**config.mk**
```make
export PLATFORM = sky130hd
export DESIGN_NAME = expr_eval
export DESIGN_NICKNAME = d
export VERILOG_FILES = /design/src/rtl/expr_eval.sv
export SDC_FILE = /design/constraint.sdc
export NUM_CORES = 1
export LEC_CHECK = 0
export CORE_MARGIN = 5
export CORE_UTILIZATION = 35
export CTS_BUF_LIST = sky130_fd_sc_hd__clkbuf_8
export DETAILED_ROUTE_END_ITERATION = 6
export SLEW_MARGIN = 0
export SYNTH_ARGS = -nofsm -noshare
export SYNTH_HDL_FRONTEND = slang
export SYNTH_SLANG_ARGS = --single-unit
```
**constraint.sdc**
```tcl
create_clock -name clk -period 4.3 [get_ports clk]
set_input_delay 0.645 -clock clk [delete_from_list [all_inputs] [get_ports clk]]
set_output_delay 0.645 -clock clk [all_outputs]
set_load 0.02 [all_outputs]
```
**src/rtl/expr_eval.sv**
```systemverilog
// expr_eval: streaming evaluator for single-digit '+'/'*' expressions
// terminated by '='. '*' binds tighter than '+'. All arithmetic wraps
// modulo 2^W. A malformed expression (anything other than strict
// digit/operator alternation that starts and ends with a digit) produces an
// err pulse together with done, and result keeps its previous value.
//
// Ports:
//   clk       system clock, rising edge
//   clr       asynchronous active-high reset
//   in        ASCII character ('0'..'9', '*', '+', '=')
//   in_valid  character strobe; in is consumed only when high
//   result    value of the last well-formed expression
//   done      one-cycle pulse after an '=' is consumed
//   err       one-cycle pulse with done when the expression was malformed
//   active    high while the current expression has consumed characters
module expr_eval #(
  parameter int W = 16
) (
  input  logic         clk,
  input  logic         clr,
  input  logic [7:0]   in,
  input  logic         in_valid,
  output logic [W-1:0] result,
  output logic         done,
  output logic         err,
  output logic         active
);

  typedef enum logic [1:0] {
    EXP_NUM = 2'b00,
    EXP_OP  = 2'b01,
    ERROR   = 2'b11
  } state_t;

  localparam logic [7:0] CH_MUL  = 8'd42;
  localparam logic [7:0] CH_ADD  = 8'd43;
  localparam logic [7:0] CH_EQ   = 8'd61;
  localparam logic [7:0] CH_ZERO = 8'd48;
  localparam logic [7:0] CH_NINE = 8'd57;

  state_t       state_q, state_d;
  logic [W-1:0] sum_q, sum_d;
  logic [W-1:0] term_q, term_d;
  logic         mul_pend_q, mul_pend_d;
  logic [W-1:0] result_d;
  logic         done_d, err_d, active_d;

  // Character classification.
  logic         is_digit, is_eq;
  logic [7:0]   digit_off;
  logic [W-1:0] digit_w;

  assign is_digit  = (in >= CH_ZERO) && (in <= CH_NINE);
  assign is_eq     = (in == CH_EQ);
  assign digit_off = in - CH_ZERO;
  assign digit_w   = W'(digit_off[3:0]);

  // NOTE: every next-value signal is given a default before the case logic,
  // so each path assigns it and no latch is inferred.
  always_comb begin
    state_d    = state_q;
    sum_d      = sum_q;
    term_d     = term_q;
    mul_pend_d = mul_pend_q;
    result_d   = result;
    done_d     = 1'b0;
    err_d      = 1'b0;
    active_d   = active;

    if (in_valid) begin
      if (is_eq) begin
        // '=' always closes the expression; only a clean EXP_OP end succeeds.
        done_d     = 1'b1;
        active_d   = 1'b0;
        sum_d      = '0;
        term_d     = '0;
        mul_pend_d = 1'b0;
        state_d    = EXP_NUM;
        if (state_q == EXP_OP) begin
          result_d = sum_q + term_q;
        end else begin
          err_d = 1'b1;
        end
      end else begin
        active_d = 1'b1;
        case (state_q)
          EXP_NUM: begin
            if (is_digit) begin
              // A pending '*' folds the digit into the running product term.
              term_d  = mul_pend_q ? (term_q * digit_w) : digit_w;
              state_d = EXP_OP;
            end else begin
              state_d = ERROR;
            end
          end
          EXP_OP: begin
            if (in == CH_ADD) begin
              sum_d      = sum_q + term_q;
              mul_pend_d = 1'b0;
              state_d    = EXP_NUM;
            end else if (in == CH_MUL) begin
              mul_pend_d = 1'b1;
              state_d    = EXP_NUM;
            end else begin
              // Second consecutive digit or an unknown character.
              state_d = ERROR;
            end
          end
          ERROR: begin
            // Swallow everything until '='.
          end
          default: begin
            state_d = ERROR;
          end
        endcase
      end
    end
  end

  // NOTE: sequential state uses non-blocking assignments so every register
  // samples pre-edge values regardless of statement order.
  always_ff @(posedge clk or posedge clr) begin
    if (clr) begin
      state_q    <= EXP_NUM;
      sum_q      <= '0;
      term_q     <= '0;
      mul_pend_q <= 1'b0;
      result     <= '0;
      done       <= 1'b0;
      err        <= 1'b0;
      active     <= 1'b0;
    end else begin
      state_q    <= state_d;
      sum_q      <= sum_d;
      term_q     <= term_d;
      mul_pend_q <= mul_pend_d;
      result     <= result_d;
      done       <= done_d;
      err        <= err_d;
      active     <= active_d;
    end
  end

endmodule

```
### The metal 3 layer, run 1

Drawn at 2 px/um.
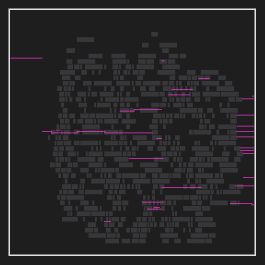
The wires run mostly horizontal. The longest straight run is 23.7 um. 23 nets have wire on it.

### Cells colored by class, run 1

Drawn at 4 px/um.
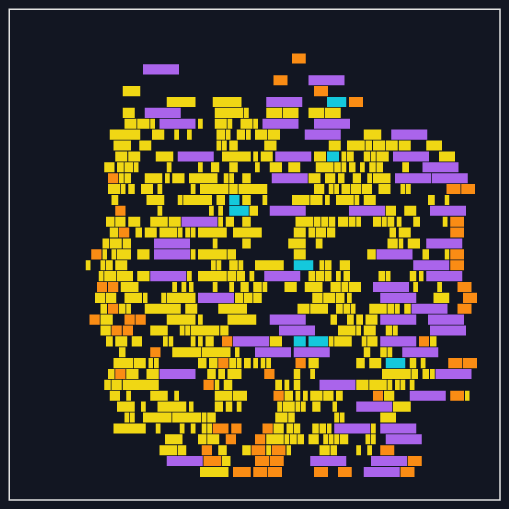
Key: remaining logic cells = yellow [cells 421, share of their area 61%]; remaining buffers and delay cells = orange [cells 57, share of their area 10%]; clock drivers and dummy loads = cyan [cells 8, share of their area 1.9%]; registers = purple [cells 54, share of their area 27%]

### Cell placement, run 1

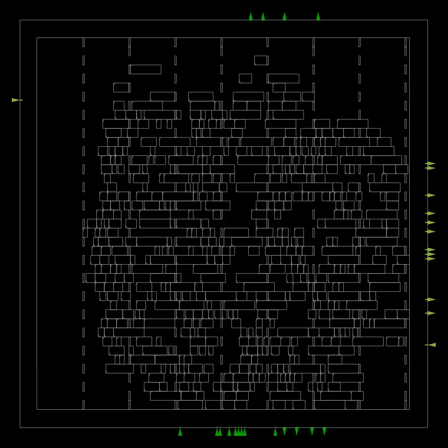
Layout Utilization: 0.418
std cell rows: 41
tap cells: 172
fillcell total: 1236
number of sequential cells: 54

==> impl_metrics.py, run 1 <==
# Metrics from the implementation run
metrics = {
    "status": {
        "status": "finished clean",
    },
    "route": {
        "drt_pre_antenna_iters": 4,
        "vias": 3481,
        "drt_iter0_drc": 128,
        "antenna_left": 0,
    },
    "setup_path": {
        "crit_buf_inv": 3,
        "r2r_end": "term_q[14]$_DFFE_PP0P_",
        "cp_slowest_cell": "fa_1",
        "path_class": "primary input to flip-flop",
        "r2r_cells": 13,
        "worstPathCellList": "clkdlybuf4s50_1, and2_1, fa_1, inv_1, fa_1, inv_1, ha_4, nor2b_4, o31a_1, or4_4, a311o_1, o31ai_4, xnor2_1, a22o_1",
        "crit_end": "term_q[14]$_DFFE_PP0P_",
        "crit_path_max_fanout": 4,
        "r2r_slack_ns": 0.26,
    },
    "finish": {
        "most-common-layout-cells": "nand2_1, inv_1, dfrtp_1",
        "synthToLayoutAreaGrowth_pct": 18.1,
        "nets": 607,
        "drive_gt1_frac": 0.0852,
        "mi_logic_area_sq_um": 2830,
    },
    "pwr": {
        "p_leak_uw": 0.00254,
    },
    "logic_synthesis": {
        "synth_warnings": 0,
        "top_area_cell": "dfrtp_1",
        "synth_stat.cells": 490,
        "synth.cell_area_sq_um": 4410,
    },
    "final_timing": {
        "setup_viol": 0,
        "slew_headroom": 0.543,
        "rsz0062_at_grt": "true",
        "max_freq_mhz": 236,
    },
    "die": {
        "core_region_area_sq_um": 12500,
    },
    "job": {
        "warnings": 27,
    },
    "hold_path": {
        "holdCritStartpoint": "result[2]$_DFFE_PP0P_",
        "hold_path_depth": 2,
    },
    "clocking": {
        "htree_levels": 2,
    },
    "grt": {
        "grt_pass1_vias": 3670,
    },
}
-- run 1: per-layer routing --
| layer | vias to the layer above | track usage | wire length, um |
|---|---|---|---|
| li1 | 1743 | - | - |
| met1 | 1695 | 0.188 | 4690 |
| met2 | 37 | 0.254 | 4960 |
| met3 | 6 | 0.0263 | 271 |
| met5 | - | 0 | 0 |
| met4 | 0 | 0.0364 | 99 |
-- run 1: synth_stat cells (all sizes together) --
| master | count |
|---|---|
| and2b | 1 |
| and2 | 37 |
| a211oi | 4 |
| o211ai | 1 |
| clkbuf | 13 |
| nand3 | 8 |
| mux2i | 2 |
| buf | 2 |
| nand2 | 63 |
| a21o | 8 |
| o21a | 7 |
| a21oi | 21 |
| o31ai | 4 |
| mux2 | 8 |
| nor2b | 4 |
| or4 | 2 |
| a22o | 20 |
| a311oi | 1 |
| o21bai | 1 |
| dfrtp | 54 |
| o22a | 1 |
| a2111oi | 1 |
| ha | 31 |
| xor2 | 8 |
| a31oi | 1 |
| and3b | 1 |
| and3 | 3 |
| nor3 | 7 |
| nand4 | 4 |
| and4 | 1 |
| fa | 26 |
| o21ai | 34 |
| xnor2 | 24 |
| a311o | 1 |
| nand2b | 3 |
| and4bb | 1 |
| o22ai | 1 |
| inv | 56 |
| a211o | 1 |
| o31a | 1 |
| nor2 | 23 |
-- run 1: stage by stage --
step / hold WS [ns] / setup TNS (ns) / instance area [sq um] / cells / setup WS (ns)
global placement: 0.466 / -0.559 / 5060 / 703 / -0.244
finish: 0.497 / 0 / 5210 / 712 / 0.0689
detailed placement: 0.480 / -0.804 / 5060 / 703 / -0.290
CTS: 0.506 / 0 / 5160 / 711 / 0.0533
global route: 0.516 / -0.0302 / 5210 / 712 / -0.0302
floorplan: 0.456 / 0 / 4410 / 490 / 0.139
-- run 1: repair_timing --
action                                 4_1_cts  5_1_grt
hold buffers                                 0        0
setup endpoints to repair                    0        2
gates resized                                0        9
buffers inserted                             0        1
endpoints found under the hold margin        0        0
-- run 1: tightest hold or removal path, delay by kind of cell, from the launching register on --
kind / cells / cell delay (ns)
flip-flops: 1 / 0.36
AND/OR/NAND/NOR: 1 / 0.05
AND-OR/OR-AND: 1 / 0.06
-- run 1: cells by family after synthesis --
| kind of cell | after synthesis | share of synthesized area |
|---|---|---|
| AND/OR/NAND/NOR | 158 | 0.176 |
| AND-OR/OR-AND | 108 | 0.163 |
| flip-flops | 54 | 0.306 |
| XOR/XNOR | 32 | 0.0635 |
| buffers and inverters | 71 | 0.0607 |
| multiplexers | 10 | 0.0250 |
| adder cells (fa/ha/maj) | 57 | 0.206 |
-- run 1: registers in the layout, indices dropped and copies added, names as in the netlist --
name        cells
result         16
sum_q          16
term_q         16
state_q         2
active          1
done            1
err             1
mul_pend_q      1
-- run 1: final cells by class --
type | count | share of cell area
Timing Repair Buffer | 57 | 0.0977
Clock inverter | 3 | 0.00480
Multi-Input combinational cell | 365 | 0.544
Sequential cell | 54 | 0.259
Clock buffer | 5 | 0.0132
Tap cell | 172 | 0.0413
Inverter | 56 | 0.0403
-- run 1: report_power, final --
part | internal (uW) | total, uW | switching, uW
logic | 31.5 | 72.8 | 41.4
registers | 511 | 516 | 5.52
clock network | 118 | 314 | 195
==> run 2: changes to the inputs <==
==> constraint.sdc (replaced) <==
create_clock -name clk -period 4.05 [get_ports clk]
set_input_delay 0.6075 -clock clk [delete_from_list [all_inputs] [get_ports clk]]
set_output_delay 0.6075 -clock clk [all_outputs]
set_load 0.02 [all_outputs]
==> run 2 against run 1 <==
Critical path depth stayed put. Power is 14% higher. Sequential share of layout area is 0.31 points lower. Highest routed layer unchanged. Synthesized area stayed put. Largest power group unchanged. Cell count is 1.3% higher. Combinational power is about 10% higher.
==> impl_metrics.py, run 2 <==
# Metrics from the implementation run
metrics = {
    "route": {
        "antenna_left": 0,
        "drt_pre_antenna_iters": 4,
        "vias": 3579,
    },
    "finish": {
        "synthToLayoutAreaGrowth_pct": 19.6,
        "drive_gt1_frac": 0.102,
        "mi_logic_area_sq_um": 2830,
        "top_regs": "result: 16 flops, sum_q: 16 flops, term_q: 16 flops",
    },
    "logic_synthesis": {
        "synth_stat.cells": 490,
        "edf_count": 0,
        "synth_top_cell_by_count": "nand2_1",
        "synthTopCellsByCount": "nand2_1, inv_1, dfrtp_1",
        "top_area_cell": "dfrtp_1",
        "synth_warnings": 0,
    },
    "final_timing": {
        "hold_ws_ns": 0.494,
        "rsz0062_at_grt": "false",
        "slew_headroom": 0.494,
    },
    "setup_path": {
        "path_class": "primary input to flip-flop",
        "crit_end": "term_q[14]$_DFFE_PP0P_",
        "r2r_slack_ns": 0.20,
        "crit_path_max_fanout": 4,
    },
    "grt": {
        "grt_pass1_vias": 3749,
    },
    "placement": {
        "placed_area_sq_um": 5170,
    },
    "status": {
        "status": "finished clean",
    },
    "pwr": {
        "p_leak_uw": 0.00257,
    },
    "die": {
        "rows": 41,
    },
}
[run 2: cell counts after synthesis]
No cell type changed its count.
[run 2: layout make-up]
class / count / share of cell area
Timing Repair Buffer: 66 / 0.106
Tap cell: 172 / 0.0408
Clock buffer: 5 / 0.0130
Multi-Input combinational cell: 365 / 0.536
Clock inverter: 3 / 0.00901
Sequential cell: 54 / 0.256
Inverter: 56 / 0.0398
[run 2: cell families after synthesis]
kind of cell,count (synthesis),synth area share
flip-flops,54,0.306
AND-OR/OR-AND,108,0.163
adder cells (fa/ha/maj),57,0.206
XOR/XNOR,32,0.0635
multiplexers,10,0.0250
buffers and inverters,71,0.0607
AND/OR/NAND/NOR,158,0.176
[run 2: routing by layer]
layer	GRT usage	up-vias	wire length, um
li1	-	1758	-
met1	0.191	1771	4780
met2	0.267	40	5230
met3	0.0221	10	242
met4	0.0287	0	113
met5	0	-	0
[run 2: worst min-delay path by stage]
stage                               start                    end  slack (ns)  depth (start not counted)
global placement    result[3]$_DFFE_PP0P_  result[3]$_DFFE_PP0P_        0.47                          2
finish              result[4]$_DFFE_PP0P_  result[4]$_DFFE_PP0P_        0.49                          2
global route        result[4]$_DFFE_PP0P_  result[4]$_DFFE_PP0P_        0.53                          2
detailed placement  result[4]$_DFFE_PP0P_  result[4]$_DFFE_PP0P_        0.47                          2
CTS                 result[4]$_DFFE_PP0P_  result[4]$_DFFE_PP0P_        0.50                          2
floorplan            sum_q[2]$_DFFE_PP0P_   sum_q[2]$_DFFE_PP0P_        0.46                          2
[run 2: where the power goes]
part | switching (uW) | total, uW | internal, uW
clock network | 210 | 399 | 189
registers | 4.68 | 547 | 542
logic | 46.1 | 80.1 | 34.0
[run 2: per-stage QoR]
stage               setup WS, ns  std cells
floorplan               -0.00593        490
CTS                        0.117        721
finish                     0.133        721
global route             0.00797        721
detailed placement        -0.561        713
global placement          -0.490        713
[run 2: timing repair]
action / CTS / global route
pin swaps: 3 / 1
endpoints found under the setup margin: 2 / 1
resized: 4 / 5
cloned: 0 / 0
hold buffers: 0 / 0
hold endpoints to repair: 0 / 0
[run 2: worst max-delay path: stages]
cell	delay [ns]
dlygate4sd2_1	0.28
and2_1	0.18
fa_1	0.48
inv_1	0.05
fa_1	0.53
inv_1	0.06
ha_4	0.24
nor2b_4	0.12
o31a_1	0.25
or4_4	0.42
a311o_1	0.42
o31ai_4	0.19
xnor2_1	0.09
a22o_1	0.20
### Cells colored by class, run 2

Drawn at 4 px/um.
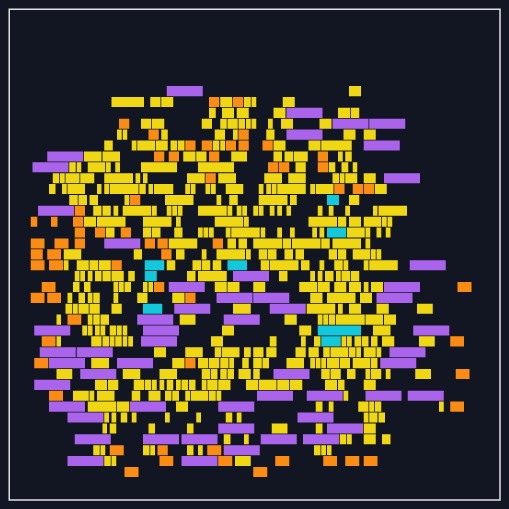
Key: clock drivers and dummy loads = cyan [cells 8, share of their area 2.3%]; registers = purple [cells 54, share of their area 27%]; remaining logic cells = yellow [cells 421, share of their area 60%]; remaining buffers and delay cells = orange [cells 66, share of their area 11%]
post-route cell area: 5280 sq um
Layout Utilization: 0.423
Core Area: 12500 sq um
Seq/total area: 0.256

### Cells by drive strength, run 2

Drawn at 3 px/um.
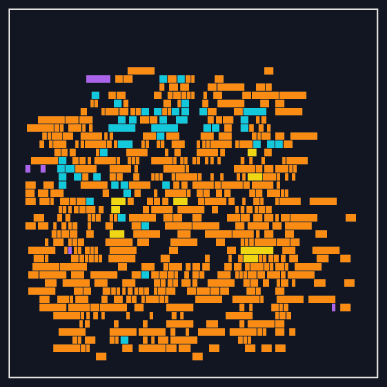
Key: x1 and smaller = orange [cells 493, share 90%]; x2 = purple [cells 5, share 0.91%]; x3 and x4 = cyan [cells 43, share 7.8%]; x6 and larger = yellow [cells 8, share 1.5%]

==> run 3: changes to the inputs <==
--- a/config.mk
+++ b/config.mk
@@ -5,10 +5,12 @@
 export SDC_FILE = /design/constraint.sdc
 export NUM_CORES = 1
 export LEC_CHECK = 0
+export ABC_CLOCK_PERIOD_IN_PS = 4050
 export CORE_MARGIN = 5
 export CORE_UTILIZATION = 35
 export CTS_BUF_LIST = sky130_fd_sc_hd__clkbuf_8
 export DETAILED_ROUTE_END_ITERATION = 6
+export HOLD_SLACK_MARGIN = 0.06
 export SLEW_MARGIN = 0
 export SYNTH_ARGS = -nofsm -noshare
 export SYNTH_HDL_FRONTEND = slang
==> run 3 against run 2 <==
Maximum frequency unchanged. Sequential power about the same. Register-to-register slack is essentially flat. Routed wire length is the same. Via count unchanged. First-iteration DRC count unchanged. Largest cell class unchanged. Highest routed layer unchanged.
==> impl_metrics.py, run 3 <==
# Metrics from the implementation run
metrics = {
    "status": {
        "status": "finished clean",
    },
    "setup_path": {
        "cp_slowest_cell": "fa_1",
        "crit_path_max_fanout": 4,
        "path_class": "primary input to flip-flop",
        "r2r_slack_ns": 0.20,
        "cpPeakStageDelay_ns": 0.53,
        "cp_top_family": "adder cells",
        "crit_buf_inv": 3,
    },
    "logic_synthesis": {
        "synthArstFlopShare": 1.00,
        "top_area_cell": "dfrtp_1",
        "synth_warnings": 0,
        "synth_top_cell_by_count": "nand2_1",
        "edf_count": 0,
        "synth_stat.cells": 490,
        "ys.flop_type": "dfrtp_1",
        "synthTopCellsByCount": "nand2_1, inv_1, dfrtp_1",
    },
    "hold_path": {
        "holdCritStartpoint": "result[4]$_DFFE_PP0P_",
    },
    "clocking": {
        "htree_levels": 2,
    },
    "grt": {
        "top_usage_layer": "met2",
        "met1_usage": 0.191,
        "use_met3": 0.0221,
    },
    "placement": {
        "placed_area_sq_um": 5170,
    },
    "die": {
        "core_region_area_sq_um": 12500,
        "rows": 41,
    },
    "finish": {
        "final_cell_area_sq_um": 5280,
        "nets": 616,
        "drive_gt1_frac": 0.102,
        "top_regs": "result: 16 flops, sum_q: 16 flops, term_q: 16 flops",
        "synthToLayoutAreaGrowth_pct": 19.6,
    },
    "route": {
        "antenna_left": 0,
        "drt_pre_antenna_iters": 4,
        "drt_iter0_drc": 126,
    },
    "pwr": {
        "p_leak_uw": 0.00257,
    },
    "final_timing": {
        "setup_viol": 0,
        "rsz0062_at_grt": "false",
    },
}
run 3: cell counts after synthesis:
No cell type changed its count.
run 3: worst reg2reg max path: stages, from the launching register on:
cell and delay [ns]:
dfrtp_1 0.47, and2_1 0.19, fa_1 0.50, inv_1 0.05, fa_1 0.53, inv_1 0.06, ha_4 0.24, nor2b_4 0.12
o31a_1 0.25, or4_4 0.42, a311o_1 0.42, o31ai_4 0.19, xnor2_1 0.09, a22o_1 0.20
run 3: stage by stage:
step	std cells	total power (uW)	util	setup WS (ns)	hold WS, ns
6_report	721	1030	0.423	0.133	0.494
5_1_grt	721	1070	0.423	0.00797	0.527
4_1_cts	721	1040	0.424	0.117	0.502
3_5_place_dp	713	640	0.414	-0.561	0.475
3_3_place_gp	713	639	0.414	-0.490	0.469
2_1_floorplan	490	604	-	-0.00593	0.456
run 3: timing repair:
action                     in CTS  in global routing
setup endpoints to repair       2                  1
resized                         4                  5
pin swaps                       3                  1
run 3: per-layer routing:
metal,up-vias,share of wire
met4,0,0.011
met1,1771,0.46
met3,10,0.023
met2,40,0.50
li1,1758,-
met5,-,0
run 3: final timing paths:
path | cells after the start | endpoint
max | 14 | term_q[14]$_DFFE_PP0P_
min | 2 | result[4]$_DFFE_PP0P_
max reg2reg | 13 | term_q[14]$_DFFE_PP0P_
min reg2reg | 2 | result[4]$_DFFE_PP0P_
max in group asynchronous | 3 | state_q[0]$_DFFE_PP0P_
min in group asynchronous | 2 | sum_q[6]$_DFFE_PP0P_
run 3: cell type report:
class | instances | area, sq um | area share
clock buffers | 5 | 68.8 | 0.0130
well taps | 172 | 215 | 0.0408
flip-flops and latches | 54 | 1350 | 0.256
inverters | 56 | 210 | 0.0398
multi-input cells | 365 | 2830 | 0.536
clock inverters | 3 | 47.5 | 0.00901
repair buffers | 66 | 557 | 0.106
run 3: cell families (layout without fill, tap and decap cells):
| family | after synthesis | in the layout | share of synthesized area |
|---|---|---|---|
| simple gates | 158 | 158 | 0.176 |
| compound gates | 108 | 108 | 0.163 |
| buf+inv | 71 | 130 | 0.0607 |
| fa+ha+maj | 57 | 57 | 0.206 |
| flops | 54 | 54 | 0.306 |
| xor+xnor | 32 | 32 | 0.0635 |
| mux | 10 | 10 | 0.0250 |
run 3: where the power goes:
| group | total [uW] | internal (uW) | switching, uW |
|---|---|---|---|
| combinational | 80.1 | 34.0 | 46.1 |
| clock | 399 | 189 | 210 |
| sequential | 547 | 542 | 4.68 |
### Sequential cells grouped by signal name, run 3

Drawn at 3 px/um. Other sequential cells in the stronger gray, the rest of the logic in the fainter gray.
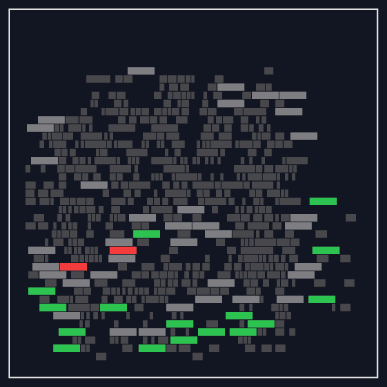
Key: `state_q` = red [flops 2]; `result` = green [flops 16]
sequential cell area: 1350 sq um
Seq power: 547 uW

### Cell placement, run 3

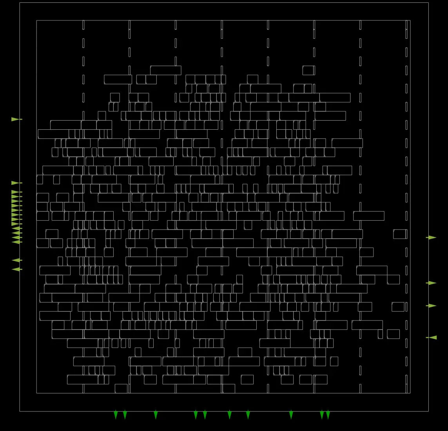
post-route insts no fill: 721
fillcell total: 1227

Power is estimated from default activity; no workload was simulated.
